`src/rtl/uart_apb_wait_interface.sv`:
```
// uart_apb_wait_interface: APB slave front-end for the UART regfile and FIFOs, FIFO wait states enabled by UART_APB_WAIT_EN
`ifndef UART_TX_DATA_ADDR
`define UART_TX_DATA_ADDR 5'h00
`endif
`ifndef UART_RX_DATA_ADDR
`define UART_RX_DATA_ADDR 5'h04
`endif
module uart_apb_wait_interface #(
  parameter int ADDR_W = 5,
  parameter int DATA_W = 32,
  parameter logic [ADDR_W-1:0] MAX_ADDR = 5'h10,
  parameter logic [ADDR_W-1:0] TX_DATA_ADDR = `UART_TX_DATA_ADDR,
  parameter logic [ADDR_W-1:0] RX_DATA_ADDR = `UART_RX_DATA_ADDR,
  parameter int TIMEOUT_CYCLES = 16
) (
  input  logic              pclk_i,
  input  logic              reset_i,
  input  logic              psel_i,
  input  logic              penable_i,
  input  logic              pwrite_i,
  input  logic [ADDR_W-1:0] paddr_i,
  input  logic [DATA_W-1:0] pwdata_i,
  output logic [DATA_W-1:0] prdata_o,
  output logic              pready_o,
  output logic              pslverr_o,
  output logic              reg_we_o,
  output logic [ADDR_W-1:0] reg_addr_o,
  output logic [DATA_W-1:0] reg_wdata_o,
  input  logic [DATA_W-1:0] reg_rdata_i,
  input  logic              tx_fifo_full_i,
  output logic              tx_fifo_wen_o,
  output logic [7:0]        tx_fifo_wdata_o,
  input  logic              rx_fifo_empty_i,
  input  logic [7:0]        rx_fifo_rdata_i,
  output logic              rx_fifo_ren_o,
  output logic              wait_active_o
);
  logic access, bad_addr, is_tx, is_rx, blk, ok, err;
  logic [DATA_W-1:0] rx_ext;
  assign access = psel_i & penable_i;
  assign bad_addr = paddr_i > MAX_ADDR;
  assign is_tx = paddr_i == TX_DATA_ADDR;
  assign is_rx = paddr_i == RX_DATA_ADDR;
  assign blk = (pwrite_i & is_tx & tx_fifo_full_i) | (!pwrite_i & is_rx & rx_fifo_empty_i);
  assign reg_addr_o = paddr_i;
  assign reg_wdata_o = pwdata_i;
  assign tx_fifo_wdata_o = pwdata_i[7:0];
  always_comb begin
    rx_ext = '0;
    rx_ext[7:0] = rx_fifo_rdata_i;
  end
`ifdef UART_APB_WAIT_EN
  localparam int CW = $clog2(TIMEOUT_CYCLES + 1);
  localparam logic [CW-1:0] LAST = CW'(TIMEOUT_CYCLES - 1);
  typedef enum logic {S_IDLE, S_WAIT} state_t;
  state_t state_q, state_d;
  logic [CW-1:0] cnt_q, cnt_d;
  logic live, stall, tmo;
  always_ff @(posedge pclk_i) begin
    if (reset_i) begin
      state_q <= S_IDLE;
      cnt_q <= '0;
    end else begin
      state_q <= state_d;
      cnt_q <= cnt_d;
    end
  end
  always_comb begin
    live = state_q == S_WAIT ? psel_i : access;
    stall = live & !bad_addr & blk;
    tmo = stall & state_q == S_WAIT & cnt_q == LAST;
    state_d = stall & !tmo ? S_WAIT : S_IDLE;
    cnt_d = stall & !tmo & state_q == S_WAIT ? cnt_q + CW'(1) : '0;
  end
  always_comb begin
    ok = live & !bad_addr & !blk;
    err = (live & bad_addr) | tmo;
    pready_o = !stall | tmo;
    wait_active_o = state_q == S_WAIT;
  end
`else
  logic unused_clk;
  assign unused_clk = &{1'b0, pclk_i, reset_i};
  always_comb begin
    ok = access & !bad_addr & !blk;
    err = access & (bad_addr | blk);
    pready_o = 1'b1;
    wait_active_o = 1'b0;
  end
`endif
  always_comb begin
    reg_we_o = ok & pwrite_i;
    tx_fifo_wen_o = ok & pwrite_i & is_tx;
    rx_fifo_ren_o = ok & !pwrite_i & is_rx;
    pslverr_o = err;
    prdata_o = ok & !pwrite_i ? (is_rx ? rx_ext : reg_rdata_i) : '0;
  end
endmodule
```
`config.mk`:
```
export PLATFORM = sky130hd
export DESIGN_NAME = uart_apb_wait_interface
export DESIGN_NICKNAME = d
export VERILOG_FILES = /design/src/rtl/uart_apb_wait_interface.sv
export SDC_FILE = /design/constraint.sdc
export NUM_CORES = 1
export LEC_CHECK = 0
export CAP_MARGIN = 20
export CORE_MARGIN = 5
export CORE_UTILIZATION = 22
export DETAILED_ROUTE_END_ITERATION = 10
export GPL_TIMING_DRIVEN = 0
export PLACE_DENSITY = 0.9
export SYNTH_ARGS = -nofsm -noshare
export SYNTH_HDL_FRONTEND = slang
export SYNTH_SLANG_ARGS = --single-unit
```
`constraint.sdc`:
```
create_clock -name vclk -period 3.6
set_input_delay 0.36 -clock vclk [all_inputs]
set_output_delay 0.36 -clock vclk [all_outputs]
set_load 0.03 [all_outputs]
```
==> flow_summary_export.csv <==
group,metric,value,unit
min_path,hold_path.startpoint,"pwdata_i[5]",
worst_setup_path,crit_path_frequent_cell,"clkdlybuf4s50_1",
synth,synthCells,125,
synth,synth.cellmix.xorXnorShare,0,
drt,ant_nets,0,
clock_tree,cts_resized,0,
floorplan,taps,48,
power,comb_power_share,1.000,
drt,drc,0,
worst_setup_path,crit_required,3.24,ns
drt,via_per_inst,4.172,
global_routing,grt_overflow,0,
worst_setup_path,critical_path_arrival,2.83,ns
floorplan,chipHeight,72.28,um
sta,rsz0062_at_grt,"no",
flow_run,warnings,35,
drt,met2_length,1964,um
synth,ys_warn_count,0,
sta,fin_crit,3.194,ns
worst_setup_path,cp-endpoint,"prdata_o[0]",
power,p_sw,118.9,uW
clock_tree,ctsHoldBuffers,0,
finish,dominant_cells,"buffers",
worst_setup_path,crit_buf_inv,3,
status,outcome,"complete, no violations",
synth,synth_top_cell_by_area,"buf_4",
finish,n_antenna_cell,0,
-- metrics by stage --
stage | total power, mW | hold slack [ns] | worst slack [ns] | area [um^2]
6_report | 0.2630 | 1.402 | 0.4060 | 2215
5_1_grt | 0.2775 | 1.408 | 0.2754 | 2215
4_1_cts | 0.2650 | 1.405 | 0.3820 | 2215
3_5_place_dp | 0.2645 | 1.405 | 0.3879 | 2215
3_3_place_gp | 0.2619 | 1.404 | 0.3813 | 2215
2_1_floorplan | 0.1378 | 0.8388 | 1.370 | 853.3
-- synthesized netlist by cell type (all sizes together) (2+ instances only) --
| master | number |
|---|---|
| buf | 49 |
| and2 | 24 |
| a21oi | 9 |
| nand3 | 9 |
| o21ai | 8 |
| clkbuf | 4 |
| conb | 2 |
| nor3 | 2 |
**Selected gate families**

(4 px per um)
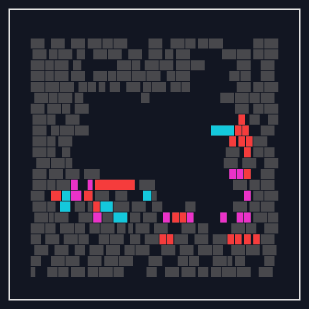
- red: inverting AOI/OAI gates (cells 20; most used a21oi_1)
- cyan: NOR gates (cells 6)
- magenta: NAND gates (cells 12; most used nand3_1)
logic share of the area: 0.2096
Cell Count, Final, Fillers Out: 303
most frequent logic cell in the layout: clkdlybuf4s50_1

**Routing congestion map**

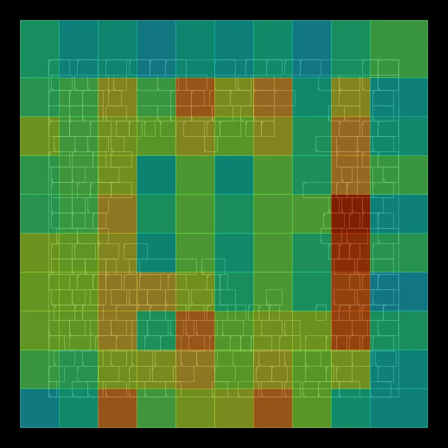
met3 usage: 0.06648
wire per inst: 13.03 um
met2 Use GR: 0.2679
Final Core Density: 0.5960

**Placement by cell class**

(4 px per um)
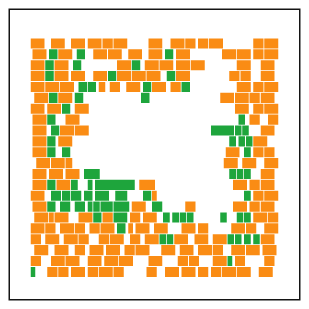
- orange: other buffers and delay cells (cells 183)
- green: all other logic (cells 72)
Std-Cell Rows: 22
Core ar.: 0.003716 mm^2
design area: 0.002215 mm^2

**Close-up of the layout**

Window x 24 to 49, y 9 to 34 um. Cells in grey, sequential cells in the stronger grey; small squares are vias.
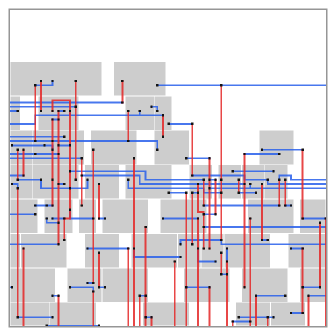
- blue: met1
- red: met2
- cells with their middle in the window: 43
- most frequent: clkdlybuf4s50_1 (18), buf_4 (8)
- sequential cells in the window: 0

No activity file was given, so power comes from the tool's default toggle rates.
